### Signal wires by layer, run 1

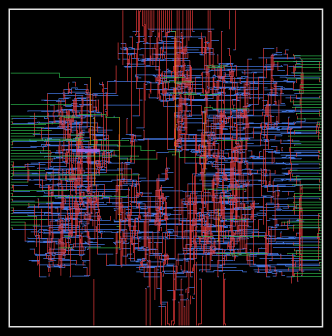
### Cell density map, run 1

15 x 15 tiles, from white (low) to dark blue (high), 0 to 100% covered.
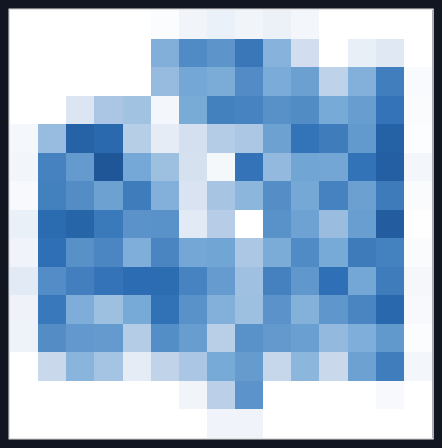
### Congestion heat map, run 1

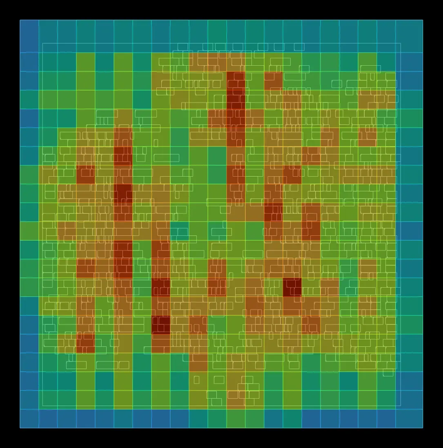
## src/rtl/pc_redirect_unit_if.sv

```systemverilog
// Fetch-side bundle between the branch/jump resolvers and the PC redirect unit.
interface pc_redirect_unit_if #(
    parameter int WIDTH = 32
);
    logic             stall;
    logic             branch_taken;
    logic [WIDTH-1:0] branch_target;
    logic             jump;
    logic [WIDTH-1:0] jump_target;
    logic             trap_ack;
    logic [WIDTH-1:0] pc;
    logic             flush;
    logic             misaligned;
    logic [WIDTH-1:0] trap_addr;
    logic [31:0]      redirect_cnt;

    // Requester side: drives redirect requests and back-pressure, observes PC.
    modport master (
        output stall, branch_taken, branch_target, jump, jump_target, trap_ack,
        input  pc, flush, misaligned, trap_addr, redirect_cnt
    );

    // PC unit side.
    modport slave (
        input  stall, branch_taken, branch_target, jump, jump_target, trap_ack,
        output pc, flush, misaligned, trap_addr, redirect_cnt
    );
endinterface

```

## src/rtl/pc_redirect_unit.sv

```systemverilog
// Fetch PC register with redirect handling: taken branches/jumps load the
// target and open a fixed-length flush window, misaligned targets park the
// unit in TRAP until acknowledged, and accepted redirects are counted.
module pc_redirect_unit #(
    parameter int               WIDTH        = 32,
    parameter logic [WIDTH-1:0] RESET_PC     = 32'h0000_0000,
    parameter logic [WIDTH-1:0] TRAP_VEC     = 32'h0000_0100,
    parameter int               FLUSH_CYCLES = 2
) (
    input  logic                 clk,
    input  logic                 rst,
    pc_redirect_unit_if.slave    bus
);
    typedef enum logic [1:0] {RUN, FLUSH, TRAP} state_t;

    state_t           state, state_n;
    logic [WIDTH-1:0] pc_q, pc_n;
    logic             flush_q, flush_n;
    logic             mis_q, mis_n;
    logic [WIDTH-1:0] taddr_q, taddr_n;
    logic [31:0]      cnt_q, cnt_n;
    logic [2:0]       fcnt_q, fcnt_n;

    logic             req;
    logic [WIDTH-1:0] tgt;

    // Jump wins over a simultaneous branch.
    assign req = bus.branch_taken | bus.jump;
    assign tgt = bus.jump ? bus.jump_target : bus.branch_target;

    // Next-state and next-register values; everything holds by default.
    always_comb begin
        state_n = state;
        pc_n    = pc_q;
        mis_n   = mis_q;
        taddr_n = taddr_q;
        cnt_n   = cnt_q;
        fcnt_n  = fcnt_q;
        case (state)
            RUN: begin
                if (req) begin
                    if (tgt[1:0] == 2'b00) begin
                        // A redirect is taken even when fetch is stalled.
                        pc_n    = tgt;
                        cnt_n   = (cnt_q == 32'hFFFF_FFFF) ? cnt_q : cnt_q + 32'd1;
                        fcnt_n  = 3'(FLUSH_CYCLES);
                        state_n = FLUSH;
                    end else begin
                        mis_n   = 1'b1;
                        taddr_n = tgt;
                        state_n = TRAP;
                    end
                end else if (!bus.stall) begin
                    pc_n = pc_q + WIDTH'(4);
                end
            end
            FLUSH: begin
                // Requests here come from squashed instructions and are dropped.
                if (!bus.stall) pc_n = pc_q + WIDTH'(4);
                fcnt_n = fcnt_q - 3'd1;
                if (fcnt_q <= 3'd1) state_n = RUN;
            end
            TRAP: begin
                if (bus.trap_ack) begin
                    pc_n    = TRAP_VEC;
                    mis_n   = 1'b0;
                    state_n = RUN;
                end
            end
            default: state_n = RUN;
        endcase
        // flush is registered so it is high exactly while the FSM sits in FLUSH.
        flush_n = (state_n == FLUSH);
    end

    // State and output registers; reset dominates every state.
    always_ff @(posedge clk) begin
        if (rst) begin
            state   <= RUN;
            pc_q    <= RESET_PC;
            flush_q <= 1'b0;
            mis_q   <= 1'b0;
            taddr_q <= '0;
            cnt_q   <= '0;
            fcnt_q  <= '0;
        end else begin
            state   <= state_n;
            pc_q    <= pc_n;
            flush_q <= flush_n;
            mis_q   <= mis_n;
            taddr_q <= taddr_n;
            cnt_q   <= cnt_n;
            fcnt_q  <= fcnt_n;
        end
    end

    assign bus.pc           = pc_q;
    assign bus.flush        = flush_q;
    assign bus.misaligned   = mis_q;
    assign bus.trap_addr    = taddr_q;
    assign bus.redirect_cnt = cnt_q;
endmodule

```

## src/flat_wrapper.sv

```systemverilog
// flat-port wrapper written by rule: the top's interface ports become plain ports
module pc_redirect_unit_flat 
#(
    parameter int               WIDTH        = 32,
    parameter logic [WIDTH-1:0] RESET_PC     = 32'h0000_0000,
    parameter logic [WIDTH-1:0] TRAP_VEC     = 32'h0000_0100,
    parameter int               FLUSH_CYCLES = 2
)
  (clk, rst, bus_stall, bus_branch_taken, bus_branch_target, bus_jump, bus_jump_target, bus_trap_ack, bus_pc, bus_flush, bus_misaligned, bus_trap_addr, bus_redirect_cnt);
  pc_redirect_unit_if #(.WIDTH(WIDTH)) bus_i ();
  input  logic clk;
  input  logic rst;
  input wire logic [$bits(bus_i.stall)-1:0] bus_stall;
  input wire logic [$bits(bus_i.branch_taken)-1:0] bus_branch_taken;
  input wire logic [$bits(bus_i.branch_target)-1:0] bus_branch_target;
  input wire logic [$bits(bus_i.jump)-1:0] bus_jump;
  input wire logic [$bits(bus_i.jump_target)-1:0] bus_jump_target;
  input wire logic [$bits(bus_i.trap_ack)-1:0] bus_trap_ack;
  output wire logic [$bits(bus_i.pc)-1:0] bus_pc;
  output wire logic [$bits(bus_i.flush)-1:0] bus_flush;
  output wire logic [$bits(bus_i.misaligned)-1:0] bus_misaligned;
  output wire logic [$bits(bus_i.trap_addr)-1:0] bus_trap_addr;
  output wire logic [$bits(bus_i.redirect_cnt)-1:0] bus_redirect_cnt;
  assign bus_i.stall = bus_stall;
  assign bus_i.branch_taken = bus_branch_taken;
  assign bus_i.branch_target = bus_branch_target;
  assign bus_i.jump = bus_jump;
  assign bus_i.jump_target = bus_jump_target;
  assign bus_i.trap_ack = bus_trap_ack;
  assign bus_pc = bus_i.pc;
  assign bus_flush = bus_i.flush;
  assign bus_misaligned = bus_i.misaligned;
  assign bus_trap_addr = bus_i.trap_addr;
  assign bus_redirect_cnt = bus_i.redirect_cnt;
  pc_redirect_unit #(.WIDTH(WIDTH), .RESET_PC(RESET_PC), .TRAP_VEC(TRAP_VEC), .FLUSH_CYCLES(FLUSH_CYCLES)) u_core (.clk(clk), .rst(rst), .bus(bus_i));
endmodule
```

## config.mk

```make
export PLATFORM = sky130hd
export DESIGN_NAME = pc_redirect_unit_flat
export DESIGN_NICKNAME = d
export VERILOG_FILES = /design/src/rtl/pc_redirect_unit_if.sv /design/src/rtl/pc_redirect_unit.sv /design/src/flat_wrapper.sv
export SDC_FILE = /design/constraint.sdc
export NUM_CORES = 1
export LEC_CHECK = 0
export CELL_PAD_IN_SITES_DETAIL_PLACEMENT = 0
export CELL_PAD_IN_SITES_GLOBAL_PLACEMENT = 1
export CORE_AREA = 8 8 140 142
export DETAILED_ROUTE_END_ITERATION = 12
export DIE_AREA = 0 0 148 150
export PLACE_DENSITY = 0.81
export RECOVER_POWER = 25
export SYNTH_ARGS = -nofsm -noshare
export SYNTH_HDL_FRONTEND = slang
export SYNTH_SLANG_ARGS = --single-unit
```

## constraint.sdc

```tcl
create_clock -name clk -period 2.61 [get_ports clk]
set_clock_uncertainty 0.15 [all_clocks]
set_input_delay 0.522 -clock clk [delete_from_list [all_inputs] [get_ports clk]]
set_output_delay 0.522 -clock clk [all_outputs]
set_load 0.05 [all_outputs]
```

==> ci_impl_report.md, run 1 <==
### Yosys + OpenROAD results

| Metric | Value |
|---|---|
| WS Path Type | `input port to register` |
| Wire length on met2 | `8240 um` |
| Met1 wire length | `8430 um` |
| Status | `complete, no violations` |
| Synth area leader | `dfxtp_1` |
| TritonCTS Buffers | `9` |
| Die Span Y | `150 um` |
| Number of synthesized flops with an enable pin | `0` |
| P per Cell Area | `597 nW/um^2` |
| Top cells, area | `dfxtp_1 39%, mux2i_1 6.0%, nor2_1 5.5%, a211oi_1 4.2%, xnor2_1 4.0%` |
| Routed Wire Length | `18600 um` |
| Dominant logic cell type in the layout | `clkdlybuf4s50_1` |
| Setup TNS | `0 ps` |
| Number of setup buffers added after CTS | `0` |
| FFs w/ async S/R, synth | `0` |
| Post-route cell area | `8000 sq um` |
| Port Buffers | `167` |
| Post-route ant nets | `0` |
| Comb pwr share | `0.299` |
| YS warnings | `0` |
| Critical Path Start | `bus_branch_target[0]` |
| Via density | `5.22` |
| Max-area cell share | `0.389` |
| Startpoint Class | `input port` |
| Synth top cell by count | `dfxtp_1` |
| Netlist Area Pre-Place | `5300 sq um` |
| Cell row count | `49` |
| # hold bufs at CTS | `0` |
| WP data required | `2750 ps` |
| Tool warnings | `31` |
| Clock buffer depth | `2` |
| Top layer in use | `met5` |
| Detail Placement HPWL | `13800 um` |
About 'Signal wires by layer':
met3: shown in green, wire length 1670 um. met5: shown in purple, wire length 9.20 um. met2: shown in red, wire length 8240 um. met1: shown in blue, wire length 8430 um. met4: shown in orange, wire length 243 um.

About 'Cell density map':
The emptiest ninth of the die: top left. The mean over all tiles is 35%. The fullest tile reaches 85%. 24% of the tiles are nearly empty.

About 'Congestion heat map':
met2 Use GR: 0.259
wire length per cell: 17.5 um
Most Crowded Layer GR: met2

run 1: cells by family after synthesis:
kind of cell | after synthesis | synth area share
and+or+nand+nor | 251 | 0.238
AOI/OAI and AO/OA | 159 | 0.208
adders and majority gates | 8 | 0.0189
buffers and inverters | 53 | 0.0382
DFF | 103 | 0.389
muxes | 35 | 0.0668
xor gates and xnor gates | 25 | 0.0413
run 1: power groups by stage:
stage	Clock [mW]	Combinational, mW	Sequential, mW
4_1_cts	1.59	1.46	1.81
6_report	1.54	1.43	1.80
3_3_place_gp	0	1.45	1.84
2_1_floorplan	0	0.462	2.24
5_1_grt	1.65	1.53	1.82
3_5_place_dp	0	1.46	1.84
run 1: layout make-up:
class                   count  area share
clock buffers              13      0.0352
flip-flops and latches    103       0.261
multi-input cells         478       0.385
inverters                  12     0.00563
repair buffers            226       0.269
clock inverters             2     0.00750
well taps                 229      0.0358
run 1: flip-flops by register name (all words and copies together), names as in the netlist:
signal,count
u_core.bus.flush,1
u_core.bus.misaligned,1
u_core.bus.pc,32
u_core.bus.redirect_cnt,32
u_core.bus.trap_addr,32
u_core.fcnt_q,3
u_core.state,2
run 1: per-layer routing:
layer  global-route usage  up-vias
met5                    0        -
met4               0.0413        2
met1                0.205     2595
met3               0.0614       17
li1                     -     2749
met2                0.259      189
run 1: final timing paths:
| check | end | depth (start not counted) |
|---|---|---|
| setup / recovery | u_core.bus.pc[0] | 8 |
| setup reg to reg | u_core.bus.redirect_cnt[11] | 9 |
| hold reg to reg | u_core.bus.pc[1] | 2 |
| hold / removal | u_core.bus.pc[1] | 2 |
run 1: critical path: stages:
cell,delay [ps]
clkdlybuf4s50_1,440
nor3_2,240
buf_4,170
nor3_2,40
or3_4,380
or3_4,380
or3_4,390
a21oi_2,120
==> run 1 -> run 2 <==
--- a/config.mk
+++ b/config.mk
@@ -6,11 +6,11 @@
 export NUM_CORES = 1
 export LEC_CHECK = 0
 export CELL_PAD_IN_SITES_DETAIL_PLACEMENT = 0
-export CELL_PAD_IN_SITES_GLOBAL_PLACEMENT = 1
-export CORE_AREA = 8 8 140 142
+export CELL_PAD_IN_SITES_GLOBAL_PLACEMENT = 2
+export CORE_AREA = 8 8 158 160
 export DETAILED_ROUTE_END_ITERATION = 12
-export DIE_AREA = 0 0 148 150
-export PLACE_DENSITY = 0.81
+export DIE_AREA = 0 0 166 168
+export PLACE_DENSITY = 0.8
 export RECOVER_POWER = 25
 export SYNTH_ARGS = -nofsm -noshare
 export SYNTH_HDL_FRONTEND = slang
### Cell density map, run 2

17 x 17 tiles, from white (low) to dark blue (high), 0 to 100% covered.
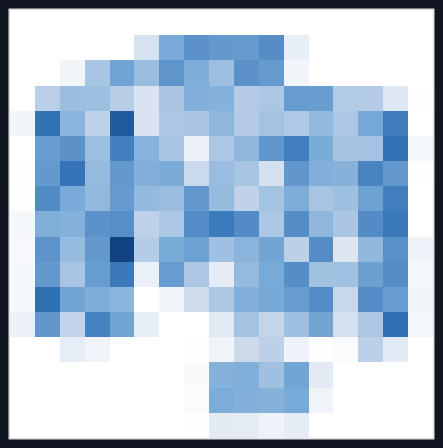
The mean over all tiles is 28%. 1.0% of the tiles are over 75% full. The emptiest ninth of the die: bottom left. 31% of the tiles are nearly empty. The fullest tile reaches 93%.

### Congestion heat map, run 2

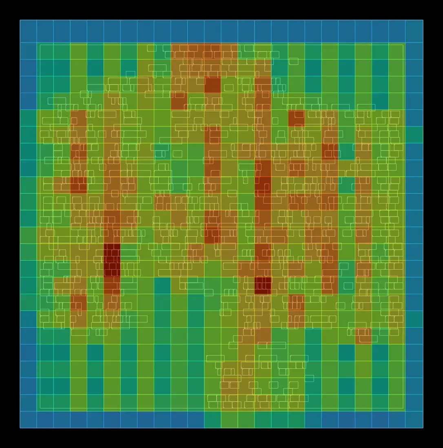
fin util: 0.361
wire length per cell: 17.7 um
GRT Total Usage: 0.140

### Logic cells by family, run 2

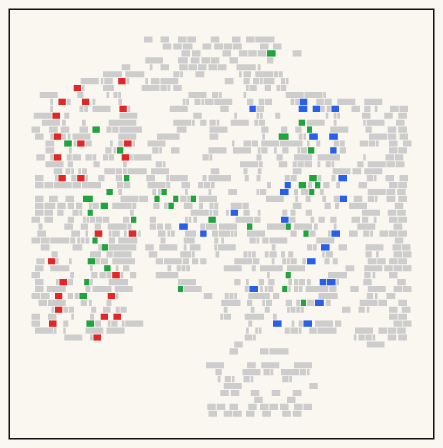
AND and OR gates: shown in green, cells 38, most used or3_1. AND-OR and OR-AND gates: shown in blue, cells 25, most used a32o_1. XOR/XNOR gates: shown in red, cells 25, most used xnor2_1.

==> run 2 against run 1 <==
  * Die size up 26%
  * Worst setup slack better by 43 ps
  * Non-clock buffer count up 7
  * Core utilization down 9.6 points
  * Register-to-register slack worse by 30 ps
  * Sequential power about the same
  * Global-route usage down 2.3 points
  * Clock-buffer cell count down 2
  * Cell count up 6.0%
  * First-iteration DRC count up 0.75%
  * Worst hold slack better by 5.4 ps
==> ci_impl_report.md, run 2 <==
### Yosys + OpenROAD results

| Metric | Value |
|---|---|
| Met3 Use GR | `0.0486 (was 0.0614)` |
| Synth area leader | `dfxtp_1 (unchanged)` |
| Adder Area Share | `0.0189 (unchanged)` |
| Delay-heaviest family, CP | `simple AND/OR/NAND/NOR gates (unchanged)` |
| Worst Path Buf+Inv | `1 (was 2)` |
| Routed Wire Length | `19900 um (was 18600 um)` |
| Startpoint Class | `input port (unchanged)` |
| YS warnings | `0 (unchanged)` |
| Top cells, area | `dfxtp_1 39%, mux2i_1 6.0%, nor2_1 5.5%, a211oi_1 4.2%, xnor2_1 4.0% (unchanged)` |
| Post-route cell area | `8070 sq um (was 8000 sq um)` |
| Max-area cell share | `0.389 (unchanged)` |
| Cell count of the worst reg-to-reg path | `6 (was 9)` |
| Met1 wire length | `9350 um (was 8430 um)` |
| Die Span Y | `168 um (was 150 um)` |
| XOR Share, Synth | `0.0413 (unchanged)` |
| GRT met1 Usage | `0.176 (was 0.205)` |
| Critical path's slowest cell | `or4_1 (was clkdlybuf4s50_1)` |
| Comb pwr share | `0.303 (was 0.299)` |
| Reg2reg end | `u_core.bus.pc[31] (was u_core.bus.redirect_cnt[11])` |
| TritonCTS Buffers | `9 (unchanged)` |
| FFs w/ async S/R, synth | `0 (unchanged)` |
| Top layer in use | `met5 (unchanged)` |
| Cell row count | `55 (was 49)` |
| Met2 Use GR | `0.233 (was 0.259)` |
| Most Crowded Layer GR | `met2 (unchanged)` |
| Simple share | `0.238 (unchanged)` |
| Via density | `4.85 (was 5.22)` |
| Number of synthesized flops with an enable pin | `0 (unchanged)` |
| Largest logic family | `simple AND/OR/NAND/NOR gates (unchanged)` |
| Complex Gates by Area | `0.208 (unchanged)` |
| Status | `complete, no violations (unchanged)` |
| Critical-path cell list | `clkdlybuf4s50_1 -> nor3_2 -> o21bai_1 -> or3_4 -> or2_4 -> or4_1 -> a21oi_2 (was clkdlybuf4s50_1 -> nor3_2 -> buf_4 -> nor3_2 -> or3_4 -> or3_4 -> or3_4 -> a21oi_2)` |
| Clock buffer depth | `2 (unchanged)` |
==> run 2: cell counts after synthesis <==
Identical to the previous run, type by type.
==> run 2: how the worst max path moves through the flow <==
stage          slack (ps)  cells past startpoint                          end                 start
2_1_floorplan         -50                      6            u_core.bus.pc[31]     u_core.bus.pc[14]
3_3_place_gp         -320                      7  u_core.bus.redirect_cnt[27]    bus_jump_target[0]
3_5_place_dp         -360                      7  u_core.bus.redirect_cnt[27]    bus_jump_target[0]
4_1_cts                20                      7  u_core.bus.redirect_cnt[27]    bus_jump_target[0]
5_1_grt               -10                      7  u_core.bus.redirect_cnt[27]    bus_jump_target[1]
6_report              110                      7  u_core.bus.redirect_cnt[27]  bus_branch_target[0]
==> run 2: power groups by stage <==
| stage | clock, mW | sequential (mW) | combinational (mW) |
|---|---|---|---|
| final | 1.49 | 1.80 | 1.43 |
| after global routing | 1.59 | 1.83 | 1.53 |
| after CTS | 1.55 | 1.81 | 1.47 |
| after detailed placement | 0 | 1.84 | 1.47 |
| after global placement | 0 | 1.84 | 1.46 |
| after floorplan | 0 | 2.24 | 0.462 |
==> run 2: through the flow <==
step	hold WS (ps)	cells	utilization	TNS [ps]
finish	312	1127	0.361	0
global route	340	1127	0.361	-10.6
CTS	316	1127	0.360	0
detailed placement	301	1111	0.346	-9130
global placement	298	1111	0.346	-7680
floorplan	300	634	-	-52.1
==> run 2: cell type report <==
| type | instances | area share |
|---|---|---|
| clock inverter | 5 | 0.0101 |
| sequential | 103 | 0.259 |
| tap | 285 | 0.0442 |
| inverter | 12 | 0.00558 |
| timing repair buffer | 233 | 0.271 |
| multi-input combinational | 478 | 0.381 |
| clock buffer | 11 | 0.0288 |
Power and IR drop assume default switching activity.
